<file path="src/rtl/stopwatch_pkg.sv">
// Shared types for the 100 Hz stopwatch with lap capture:
// run-state encoding, lap entry layout and default count limits.
package stopwatch_pkg;

  typedef enum logic [1:0] {
    IDLE = 2'd0,
    RUN  = 2'd1,
    HOLD = 2'd2
  } sw_state_t;

  localparam int DEF_SUB_MAX = 99;
  localparam int DEF_SEC_MAX = 99;
  localparam int DEF_W       = 7;

  typedef struct packed {
    logic [DEF_W-1:0] sec;
    logic [DEF_W-1:0] msec;
  } lap_entry_t;

endpackage

</file>
<file path="src/rtl/stopwatch_lap_fifo.sv">
// Synchronous first-word-fall-through FIFO holding captured laps.
// Flush wins over push/pop; a pop on a full FIFO frees room for a push.
module stopwatch_lap_fifo #(
  parameter int WIDTH = 14,
  parameter int DEPTH = 4
) (
  input  logic                       clk,
  input  logic                       rst,
  input  logic                       flush,
  input  logic                       push,
  input  logic                       pop,
  input  logic [WIDTH-1:0]           din,
  output logic [WIDTH-1:0]           dout,
  output logic                       full,
  output logic                       empty,
  output logic [$clog2(DEPTH):0]     count
);

  localparam int AW = $clog2(DEPTH);
  localparam int CW = AW + 1;

  logic [WIDTH-1:0] mem_q [DEPTH];
  logic [AW-1:0]    wr_q, wr_d;
  logic [AW-1:0]    rd_q, rd_d;
  logic [CW-1:0]    cnt_q, cnt_d;
  logic             do_push, do_pop;

  assign full  = (cnt_q == CW'(DEPTH));
  assign empty = (cnt_q == '0);
  assign count = cnt_q;
  assign dout  = mem_q[rd_q];

  assign do_pop  = pop & ~empty;
  assign do_push = push & (~full | do_pop);

  always_comb begin
    wr_d  = wr_q;
    rd_d  = rd_q;
    cnt_d = cnt_q;
    if (flush) begin
      wr_d  = '0;
      rd_d  = '0;
      cnt_d = '0;
    end else begin
      if (do_push) wr_d = wr_q + AW'(1);
      if (do_pop)  rd_d = rd_q + AW'(1);
      cnt_d = cnt_q + CW'(do_push) - CW'(do_pop);
    end
  end

  always_ff @(posedge clk or posedge rst) begin
    if (rst) begin
      wr_q  <= '0;
      rd_q  <= '0;
      cnt_q <= '0;
    end else begin
      wr_q  <= wr_d;
      rd_q  <= rd_d;
      cnt_q <= cnt_d;
    end
  end

  // Storage is not reset; the head is masked by the top while empty.
  always_ff @(posedge clk) begin
    if (do_push && !flush) mem_q[wr_q] <= din;
  end

endmodule

</file>
<file path="src/rtl/stopwatch_lap.sv">
// Stopwatch on the 100 Hz tick: start/stop, clear, wrap flag, lap FIFO.
// STOPWATCH_COUNTDOWN_EN adds mode_down/preset_sec/done countdown mode.
module stopwatch_lap
  import stopwatch_pkg::*;
#(
  parameter int SUB_MAX   = DEF_SUB_MAX,
  parameter int SEC_MAX   = DEF_SEC_MAX,
  parameter int SUB_W     = DEF_W,
  parameter int SEC_W     = DEF_W,
  parameter int LAP_DEPTH = 4
) (
  input  logic                         clk100Hz,
  input  logic                         reset,
  input  logic                         start_stop,
  input  logic                         lap,
  input  logic                         clear,
  input  logic                         lap_rd,
`ifdef STOPWATCH_COUNTDOWN_EN
  input  logic                         mode_down,
  input  logic [SEC_W-1:0]             preset_sec,
  output logic                         done,
`endif
  output logic [SEC_W-1:0]             sec,
  output logic [SUB_W-1:0]             msec,
  output logic                         running,
  output logic                         wrap,
  output logic [SEC_W-1:0]             lap_sec,
  output logic [SUB_W-1:0]             lap_msec,
  output logic                         lap_valid,
  output logic [$clog2(LAP_DEPTH):0]   lap_count,
  output logic                         lap_ovf
);

  localparam int LW = SEC_W + SUB_W;

  sw_state_t        state_q, state_d;
  logic [SEC_W-1:0] sec_q, sec_d;
  logic [SUB_W-1:0] msec_q, msec_d;
  logic             wrap_q, wrap_d;
  logic             ovf_q, ovf_d;
  logic             start_prev_q, lap_prev_q;
  logic             start_rise, lap_rise;
  logic             lap_push;
  logic             f_full, f_empty;
  logic [LW-1:0]    f_head;
`ifdef STOPWATCH_COUNTDOWN_EN
  logic             down_q, down_d;
  logic             done_q, done_d;
`endif

  assign start_rise = start_stop & ~start_prev_q;
  assign lap_rise   = lap & ~lap_prev_q;
  assign lap_push   = lap_rise & ~clear &
                      ((state_q == RUN) | (state_q == HOLD));

  stopwatch_lap_fifo #(
    .WIDTH (LW),
    .DEPTH (LAP_DEPTH)
  ) u_fifo (
    .clk   (clk100Hz),
    .rst   (reset),
    .flush (clear),
    .push  (lap_push),
    .pop   (lap_rd),
    .din   ({sec_q, msec_q}),
    .dout  (f_head),
    .full  (f_full),
    .empty (f_empty),
    .count (lap_count)
  );

  always_comb begin
    state_d = state_q;
    sec_d   = sec_q;
    msec_d  = msec_q;
    wrap_d  = wrap_q;
    ovf_d   = ovf_q;
`ifdef STOPWATCH_COUNTDOWN_EN
    down_d  = down_q;
    done_d  = 1'b0;
`endif
    if (clear) begin
      state_d = IDLE;
      sec_d   = '0;
      msec_d  = '0;
      wrap_d  = 1'b0;
      ovf_d   = 1'b0;
`ifdef STOPWATCH_COUNTDOWN_EN
      down_d  = mode_down;
      if (mode_down) sec_d = preset_sec;
`endif
    end else begin
      if (start_rise) begin
        unique case (state_q)
          IDLE:    state_d = RUN;
          RUN:     state_d = HOLD;
          HOLD:    state_d = RUN;
          default: state_d = IDLE;
        endcase
      end
      if (state_q == RUN) begin
`ifdef STOPWATCH_COUNTDOWN_EN
        if (down_q) begin
          // Reaching 0:0 ends the run regardless of a same-cycle button.
          if (sec_q == '0 && msec_q <= SUB_W'(1)) begin
            sec_d   = '0;
            msec_d  = '0;
            state_d = IDLE;
            done_d  = 1'b1;
          end else if (msec_q == '0) begin
            msec_d = SUB_W'(SUB_MAX);
            sec_d  = sec_q - SEC_W'(1);
          end else begin
            msec_d = msec_q - SUB_W'(1);
          end
        end else
`endif
        if (msec_q == SUB_W'(SUB_MAX)) begin
          msec_d = '0;
          if (sec_q == SEC_W'(SEC_MAX)) begin
            sec_d  = '0;
            wrap_d = 1'b1;
          end else begin
            sec_d = sec_q + SEC_W'(1);
          end
        end else begin
          msec_d = msec_q + SUB_W'(1);
        end
      end
      if (lap_push && f_full && !lap_rd) ovf_d = 1'b1;
    end
  end

  always_ff @(posedge clk100Hz or posedge reset) begin
    if (reset) begin
      state_q      <= IDLE;
      sec_q        <= '0;
      msec_q       <= '0;
      wrap_q       <= 1'b0;
      ovf_q        <= 1'b0;
      start_prev_q <= 1'b0;
      lap_prev_q   <= 1'b0;
    end else begin
      state_q      <= state_d;
      sec_q        <= sec_d;
      msec_q       <= msec_d;
      wrap_q       <= wrap_d;
      ovf_q        <= ovf_d;
      start_prev_q <= start_stop;
      lap_prev_q   <= lap;
    end
  end

`ifdef STOPWATCH_COUNTDOWN_EN
  always_ff @(posedge clk100Hz or posedge reset) begin
    if (reset) begin
      down_q <= 1'b0;
      done_q <= 1'b0;
    end else begin
      down_q <= down_d;
      done_q <= done_d;
    end
  end

  assign done = done_q;
`endif

  assign sec       = sec_q;
  assign msec      = msec_q;
  assign running   = (state_q == RUN);
  assign wrap      = wrap_q;
  assign lap_ovf   = ovf_q;
  assign lap_valid = ~f_empty;
  assign lap_sec   = f_empty ? '0 : f_head[LW-1:SUB_W];
  assign lap_msec  = f_empty ? '0 : f_head[SUB_W-1:0];

endmodule

</file>
<file path="config.mk">
export PLATFORM = sky130hd
export DESIGN_NAME = stopwatch_lap
export DESIGN_NICKNAME = d
export VERILOG_FILES = /design/src/rtl/stopwatch_pkg.sv /design/src/rtl/stopwatch_lap_fifo.sv /design/src/rtl/stopwatch_lap.sv
export SDC_FILE = /design/constraint.sdc
export NUM_CORES = 1
export LEC_CHECK = 0
export CORE_MARGIN = 2
export CORE_UTILIZATION = 53
export CTS_CLUSTER_DIAMETER = 150
export DETAILED_ROUTE_END_ITERATION = 8
export GPL_TIMING_DRIVEN = 0
export PLACE_DENSITY = 0.83
export SLEW_MARGIN = 10
export SYNTH_ARGS = -nofsm -noshare
export SYNTH_HDL_FRONTEND = slang
export SYNTH_SLANG_ARGS = --single-unit
</file>
<file path="constraint.sdc">
create_clock -name clk100Hz -period 3.1 [get_ports clk100Hz]
set_input_delay 0.62 -clock clk100Hz [delete_from_list [all_inputs] [get_ports clk100Hz]]
set_output_delay 0.62 -clock clk100Hz [all_outputs]
set_load 0.02 [all_outputs]
</file>
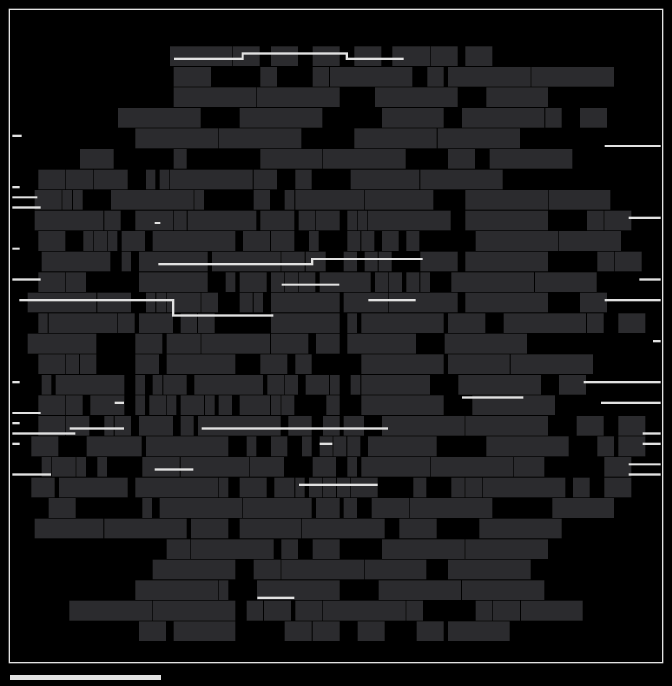
Figure 1: run 1, metal 3.
Scale bar: 20 um.
The layer holds 3.8% of the routed length. The longest straight run is 24.4 um. The wires run mostly horizontal. The layer carries 258 um of wire. 31 nets have wire on it.

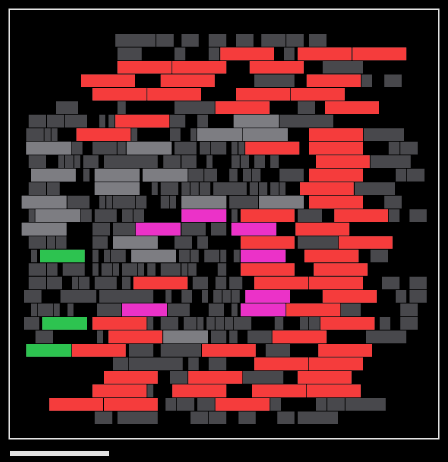
Figure 2: run 1, sequential cells grouped by signal name.
Scale bar: 20 um.
Key: `u_fifo.mem_q` = red [flops 56]; `sec` = magenta [flops 7, where centre]; `u_fifo.count` = green [flops 3]
Another 17 sequential cells are not coloured.

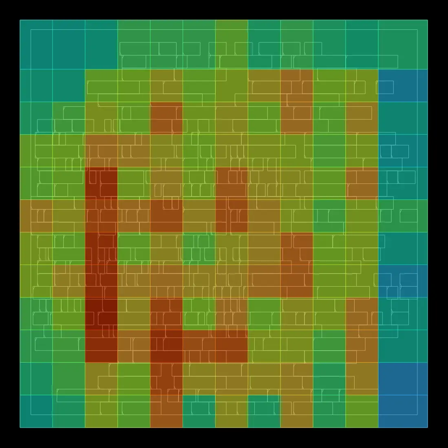
Figure 3: run 1, routing congestion map.
met2 Usage GRT: 31.6%
Global Route Usage Sum: 19.9%
gr busiest metal: met2
GR Util met1: 26.8%

==> summary.txt, run 1 <==
flow finished, numbers: Placer Congestion=0.749, Register Area=2360 um2, final wirelength=6.74 mm, Via-to-Cell Ratio=5.65, Comb gate area=1140 um2, CTS clk-pin slew, worst paths=0.07 ns, Avg WL per Cell=18.1 um, clk root buf=clkbuf_8, Yosys chip area=3590 um2, Fin Setup TNS=0 ns, DRC Markers=0, die area=7460 um2, status=finished, final reports clean, PwrDens=741 nW/um2, fmax=340 MHz, clock sink total=83, Nets at Floorplan=255, CP Launch Type=flip-flop, CTS buffer count=9, DRT antenna net count=0, Dominant flop cell=edfxtp_1, DR iter-0 viols=125, post-synthesis instance total=238, Hold Path Class=reg2reg, number of buffers added for setup after CTS=0, Cell Type Count=36, cell taking the most area after synthesis=edfxtp_1, Max Cap Viol=0, worst-margin pin slew=1.04 ns, post_cts resized=0, port bufs=39, critical path required time=2.48 ns, WS Path Type=reg2out, share of layout cells above drive strength 1=13.0%, Final Critical Period=2.94 ns, Hold Vio Cnt, Final=0, Worst slew margin=30.3%, Max VDD drop=0.000557 V, Hold Path Depth=2, total number of yosys warnings=0, Die X-Extent=86.4 um, register share after synthesis=65.6%, synth top area cells=edfxtp_1 (47%), dfrtp_1 (19%), mux4_2 (8.8%), first-pass GRT wire length=10.8 mm, # diodes=0, Slew Viols, Final=0, total placed cells including tap cells=357, Layout Nets=305, Core Area=6680 um2, H-tree levels=3, dpl hpwl=4.27 mm, drt pass-1 iters=4, Total Power=0.00322 W, RSZ-0062 raised after global routing=no, filler cell count in the final layout=467, critical path arrival=2.32 ns, cycle use final=94.8%, clk_skew=0.00910 ns, post-layout util=65.1%, initial antenna violation count=0, hold_buf cts=0, tool warnings=30, Place WS=0.187 ns, Die Ht=86.4 um, I/O Pins=41, Netlist Area Pre-Place=3590 um2, crit end category=primary output
## run 1: flip-flops by register name, indices dropped and copies added (netlist names)
register      count
u_fifo.mem_q     56
msec              7
sec               7
u_fifo.count      3
state_q           2
u_fifo.rd_q       2
u_fifo.wr_q       2
lap_ovf           1
lap_prev_q        1
start_prev_q      1
wrap              1
## run 1: layer usage
layer | vias up | global-route usage (%) | routed length, um
met4 | 0 | 6.53 | 80
li1 | 978 | - | -
met5 | - | 0 | 0
met2 | 48 | 31.6 | 3420
met1 | 1068 | 26.8 | 2980
met3 | 7 | 5.81 | 258
## run 1: worst max-delay path: stages, from the launching register on
cell and delay, ns:
dfrtp_1 0.53, buf_2 0.39, mux4_2 0.35, and2_1 0.17
clkdlybuf4s50_1 0.53
## run 1: cell usage in the layout (no fill, tap or decap), drive strengths merged
master         instances
nor2                  21
fa                     1
buf                    5
nand4b                 2
nand2b                 1
o21a                   1
and2                  20
a21oi                  9
or3                    1
ha                    10
nor3                   4
o21ai                  5
nand3                  8
edfxtp                56
inv                   10
and4bb                 1
bufinv                 4
nand3b                 1
clkbuf                15
dfrtp                 27
xnor2                  4
clkinv                 1
clkdlybuf4s50         39
nand4                  5
and4                   1
and3                   2
o2111ai                1
nor4b                  2
a22oi                  1
nor2b                  3
mux2i                  4
mux4                  14
xor2                   7
nand2                  4
nor3b                  2
## run 1: synthesized netlist by cell type, types with 2 or more instances
master,instances
a21oi_1,9
and2_1,20
and3_1,2
buf_2,3
buf_6,2
clkbuf_1,5
dfrtp_1,27
edfxtp_1,56
ha_1,10
inv_1,10
mux2i_1,4
mux4_2,14
nand2_1,4
nand3_1,7
nand4_1,5
nand4b_1,2
nor2_1,21
nor2b_1,3
nor3_1,4
nor4b_1,2
o21ai_0,3
o21ai_1,2
xnor2_1,4
xor2_1,7
## run 1: cells by family (layout without fill, tap and decap cells)
group,Yosys count,after routing,share of synthesized area [%]
multiplexers,18,18,9.89
adder cells (fa/ha/maj),11,11,4.04
AND-OR/OR-AND,17,17,2.61
buffers and inverters,20,74,2.61
XOR/XNOR,11,11,2.68
AND/OR/NAND/NOR,78,78,12.6
flip-flops,83,83,65.6
## run 1: metrics by stage
| step | area [um2] | hold WS, ns |
|---|---|---|
| 6_report | 4350 | 0.509 |
| 5_1_grt | 4350 | 0.537 |
| 4_1_cts | 4350 | 0.509 |
| 3_5_place_dp | 4090 | 0.487 |
| 3_3_place_gp | 4090 | 0.481 |
| 2_1_floorplan | 3590 | 0.542 |
## run 1: final timing paths
check	end	slack, ns
worst min-delay path	lap_ovf	0.51
min in group asynchronous	start_prev_q	0.82
worst max register to register	u_fifo.mem_q[1][5]	0.60
worst min register to register	lap_ovf	0.51
worst max-delay path	lap_msec[0]	0.16
max in group asynchronous	msec[6]	1.64
## run 1: report_power, final
group          leakage [nW]  switching (W)  internal, W
registers             0.894      0.0000431      0.00121
logic                 0.589       0.000477     0.000495
clock network         0.132       0.000364     0.000633
## run 1: cell type report
class / count / area share [%]
multi-input cells: 135 / 26.3
well taps: 80 / 2.30
plain buffers: 10 / 1.32
repair buffers: 39 / 8.98
inverters: 10 / 0.863
flip-flops and latches: 83 / 54.2
clock buffers: 10 / 3.16
clock inverters: 5 / 2.88
--- run 2 (diff from run 1) ---
Settings changed: GPL_ROUTABILITY_DRIVEN set to 0.
Clock period 3.1 ns to 3.7 ns, I/O delays scaled along.
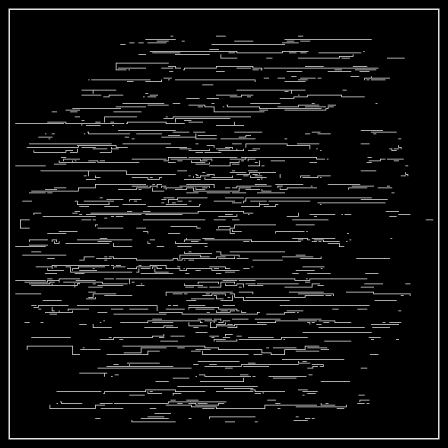
Figure 4: run 2, metal 1.
The wires run mostly horizontal. The layer holds 44% of the routed length. The longest straight run is 36.1 um. The layer carries 2980 um of wire. 270 nets have wire on it.
final wirelength: 6.74 mm
vias post-DR: 2101

==> summary.txt, run 2 <==
flow finished, numbers: clk_skew=0.00910 ns, Via-to-Cell Ratio=5.65, Netlist Area Pre-Place=3590 um2, Hold Path Class=reg2reg, Core Area=6680 um2, total number of yosys warnings=0, port bufs=39, Layout Nets=305, cycle use final=85.4%, CTS buffer count=9, critical path required time=2.96 ns, Hold Vio Cnt, Final=0, register share after synthesis=65.6%, most frequent cells after synthesis=edfxtp_1 (56), dfrtp_1 (27), nor2_1 (21), xor/xnor share=2.68%, share of layout cells above drive strength 1=12.7%, first-pass GRT wire length=10.8 mm, die area=7460 um2, critical path cell sequence=or3_1 > clkbuf_1 > clkbuf_1 > and2_1 > clkdlybuf4s50_1, Fin Hold WS=0.509 ns, MUX area fraction=9.89%, Largest Register=u_fifo.mem_q, # diodes=0, Slew Viols, Final=0, status=finished, final reports clean, Synth Area in Simple Gates=12.6%, CP max stage delay=0.60 ns, Total Power=0.00270 W, Comb gate area=1140 um2, H-tree levels=3, dpl hpwl=4.27 mm, Max VDD drop=0.000467 V, Yosys chip area=3590 um2, hold_buf cts=0, Dominant flop cell=edfxtp_1, I/O Pins=41, drt pass-1 iters=4, synth top area cells=edfxtp_1 (47%), dfrtp_1 (19%), mux4_2 (8.8%), Fin Setup TNS=0 ns, DRC Markers=0, clk root buf=clkbuf_8, post-synthesis instance total=238, initial antenna violation count=0, PwrDens=621 nW/um2, Global Route Usage Sum=19.9%, Die Ht=86.4 um, Max Cap Viol=0, Die X-Extent=86.4 um, Avg WL per Cell=18.1 um, most numerous logic cell after layout=edfxtp_1, most used cell, CP=clkbuf_1, Nets at Floorplan=255, top logic cells by instance count in the layout=edfxtp_1 (56), clkdlybuf4s50_1 (39), dfrtp_1 (27), nor2_1 (21), and2_1 (20), crit end category=primary output, CTS clk-pin slew, worst paths=0.08 ns, area fraction in compound gates after synthesis=2.61%, Worst slew margin=30.3%, worst-margin pin slew=1.04 ns, WS Path Type=reg2out, Register Area=2360 um2, adder-cell area share of the yosys netlist=4.04%
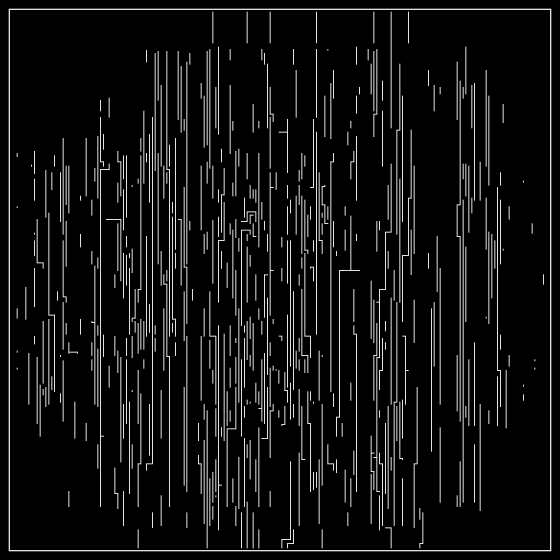
Figure 5: run 2, signal wires on met2.
The layer carries 3420 um of wire. 269 nets have wire on it. The wires run mostly vertical.

-- run 2: logic make-up (layout without fill, tap and decap cells) --
family          after synthesis  in the layout
fa+ha+maj                    11             11
simple gates                 78             78
xor+xnor                     11             11
buf+inv                      20             74
flops                        83             83
compound gates               17             17
mux                          18             18
-- run 2: stage by stage --
stage,instances,utilization [%],instance area [um2]
floorplan,238,-,3590
global placement,357,61.1,4090
detailed placement,357,61.1,4090
CTS,372,65.1,4350
global route,372,65.1,4350
finish,372,65.1,4350
-- run 2: power by group --
part | internal, W | total, W | switching [W] | leakage [nW]
Clock | 0.000530 | 0.000835 | 0.000305 | 0.132
Sequential | 0.00102 | 0.00105 | 0.0000361 | 0.894
Combinational | 0.000412 | 0.000812 | 0.000400 | 0.585
-- run 2: routing by layer --
metal | GRT usage, % | vias to the layer above | routed length (um)
met3 | 5.81 | 7 | 258
met2 | 31.6 | 48 | 3420
li1 | - | 978 | -
met4 | 6.53 | 0 | 80
met5 | 0 | - | 0
met1 | 26.8 | 1068 | 2980
-- run 2: worst max-delay path, delay by kind of cell (launching register included) --
| family | cells | cell delay, ns |
|---|---|---|
| simple gates | 2 | 0.33 |
| buf+inv | 3 | 1.28 |
| flops | 1 | 0.45 |
-- run 2: layout make-up --
class / instances / area share, %
Buffer: 10 / 1.29
Clock buffer: 10 / 3.17
Clock inverter: 5 / 2.88
Inverter: 10 / 0.863
Multi-Input combinational cell: 135 / 26.3
Sequential cell: 83 / 54.2
Tap cell: 80 / 2.30
Timing Repair Buffer: 39 / 8.98
-- run 2: worst paths after layout --
path / slack, ns / cells after the start / from / to
setup reg to reg: 1.20 / 5 / state_q[0] / u_fifo.mem_q[1][5]
hold / removal: 0.51 / 2 / lap_ovf / lap_ovf
hold reg to reg: 0.51 / 2 / lap_ovf / lap_ovf
max in group asynchronous: 2.12 / 2 / reset / msec[6]
setup / recovery: 0.54 / 5 / u_fifo.count[1] / lap_msec[0]
min in group asynchronous: 0.94 / 2 / reset / start_prev_q
--- run 3 (diff from run 2) ---
Settings changed: CORE_MARGIN 2 to 4.
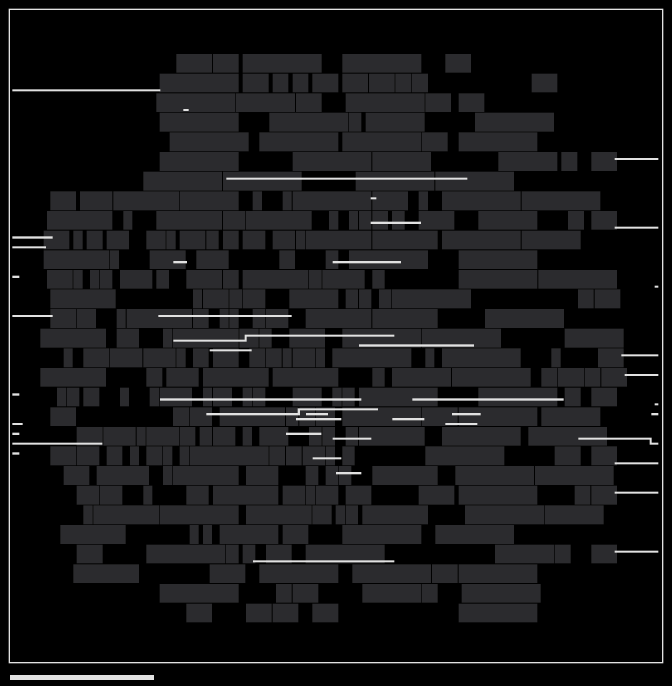
Figure 6: run 3, metal 3.
Scale bar: 20 um.
The layer holds 5.3% of the routed length. The longest straight run is 33.1 um. The wires run mostly horizontal.

==> summary.txt, run 3 <==
flow finished, numbers: Hold Path Class=reg2reg, DRT antenna net count=0, CTS buffer count=9, clock sink total=83, fmax=322 MHz, CTS clk-pin slew, worst paths=0.08 ns, H-tree levels=3, post_cts resized=0, cycle use final=84.0%, Yosys chip area=3590 um2, critical path arrival=2.37 ns, post-layout util=65.7%, crit end category=primary output, first-pass GRT wire length=11.0 mm, hold_buf cts=0, # diodes=0, initial antenna violation count=0, post-synthesis instance total=238, port bufs=39, worst-margin pin slew=1.04 ns, drt pass-1 iters=4, status=finished, final reports clean, Yosys top cell by instances=edfxtp_1, Hold Vio Cnt, Final=0, most frequent cells after synthesis=edfxtp_1 (56), dfrtp_1 (27), nor2_1 (21), Core Area=6460 um2, Dominant flop cell=edfxtp_1, Die Ht=90.4 um, max reg flops=56, Nets at Floorplan=255, PwrDens=568 nW/um2, I/O Pins=41, number of buffers added for setup after CTS=0, Largest Register=u_fifo.mem_q, most numerous logic cell after layout=edfxtp_1, Max VDD drop=0.000302 V, Synth logic family=simple AND/OR/NAND/NOR gates, Final Critical Period=3.11 ns, top logic cells by instance count in the layout=edfxtp_1 (56), clkdlybuf4s50_1 (39), dfrtp_1 (27), nor2_1 (21), and2_1 (20), area fraction in compound gates after synthesis=2.61%, Die X-Extent=90.4 um, MUX area fraction=9.89%, DRC Markers=0, Max Cap Viol=0, total number of yosys warnings=0, Layout Nets=305, Worst slew margin=30.4%, share of layout cells above drive strength 1=12.3%, dpl hpwl=4.41 mm, Avg WL per Cell=18.1 um, Slew Viols, Final=0, DR iter-0 viols=123, tool warnings=30, RSZ-0062 raised after global routing=no, adder-cell area share of the yosys netlist=4.04%, Via-to-Cell Ratio=5.57, clk root buf=clkbuf_8
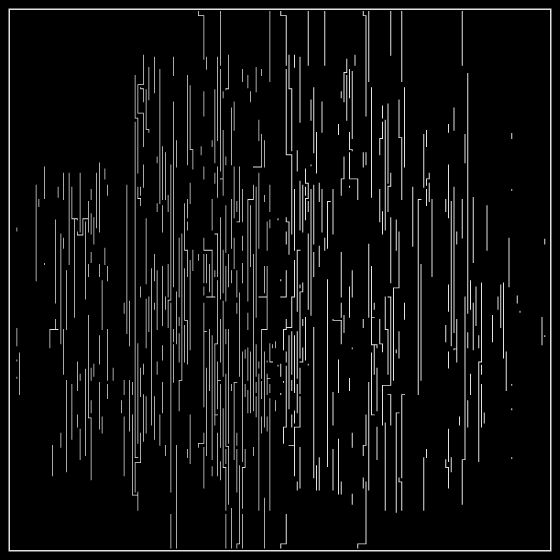
Figure 7: run 3, signal wires on met2.
The layer holds 49% of the routed length. 256 nets have wire on it. The layer carries 3300 um of wire. The wires run mostly vertical. The longest straight run is 56.1 um.
met2 Usage GRT: 27.8%
final wirelength: 6.70 mm
vias post-DR: 2061

## run 3: cell counts after synthesis
No cell type changed its count.
## run 3: power by group
group / leakage [nW] / switching [W] / internal [W] / total (W)
sequential: 0.894 / 0.0000364 / 0.00102 / 0.00105
combinational: 0.585 / 0.000395 / 0.000411 / 0.000806
clock: 0.0791 / 0.000311 / 0.000241 / 0.000552
## run 3: layout make-up
cell class	instances	area, um2
flip-flops and latches	83	2360
fillers	470	2220
multi-input cells	135	1140
repair buffers	39	390
clock buffers	11	131
well taps	77	96.3
plain buffers	10	56.3
inverters	10	37.5
clock inverters	5	30.0
## run 3: final timing paths
check / start / to / slack [ns] / cells after the start
max: u_fifo.count[1] / lap_msec[4] / 0.59 / 5
min: wrap / wrap / 0.50 / 1
max reg2reg: state_q[0] / u_fifo.mem_q[1][0] / 1.20 / 5
min reg2reg: wrap / wrap / 0.50 / 1
max in group asynchronous: reset / msec[5] / 2.12 / 2
min in group asynchronous: reset / state_q[0] / 0.95 / 2
## run 3: routing by layer
layer	global-route usage, %	routed length (um)	vias to the layer above
met2	27.8	3300	63
met3	4.42	352	7
li1	-	-	978
met5	0	0	-
met4	8.42	71	0
met1	22.5	2980	1013
## run 3: cell families (layout without fill, tap and decap cells)
family / count (synthesis) / after routing
XOR/XNOR: 11 / 11
multiplexers: 18 / 18
AND-OR/OR-AND: 17 / 17
buffers and inverters: 20 / 75
AND/OR/NAND/NOR: 78 / 78
flip-flops: 83 / 83
adder cells (fa/ha/maj): 11 / 11
## run 3: per-stage QoR
step                      area (um2)  power (W)
after floorplan                 3590    0.00157
after global placement          4080    0.00188
after detailed placement        4080    0.00189
after CTS                       4240    0.00244
after global routing            4240    0.00253
final                           4240    0.00241
## run 3: worst max-delay path: stages (launching register included)
cell	delay, ns
dfrtp_1	0.45
or3_1	0.13
clkbuf_1	0.31
clkbuf_1	0.33
and2_1	0.19
clkdlybuf4s50_1	0.61
Power and IR drop assume default switching activity.
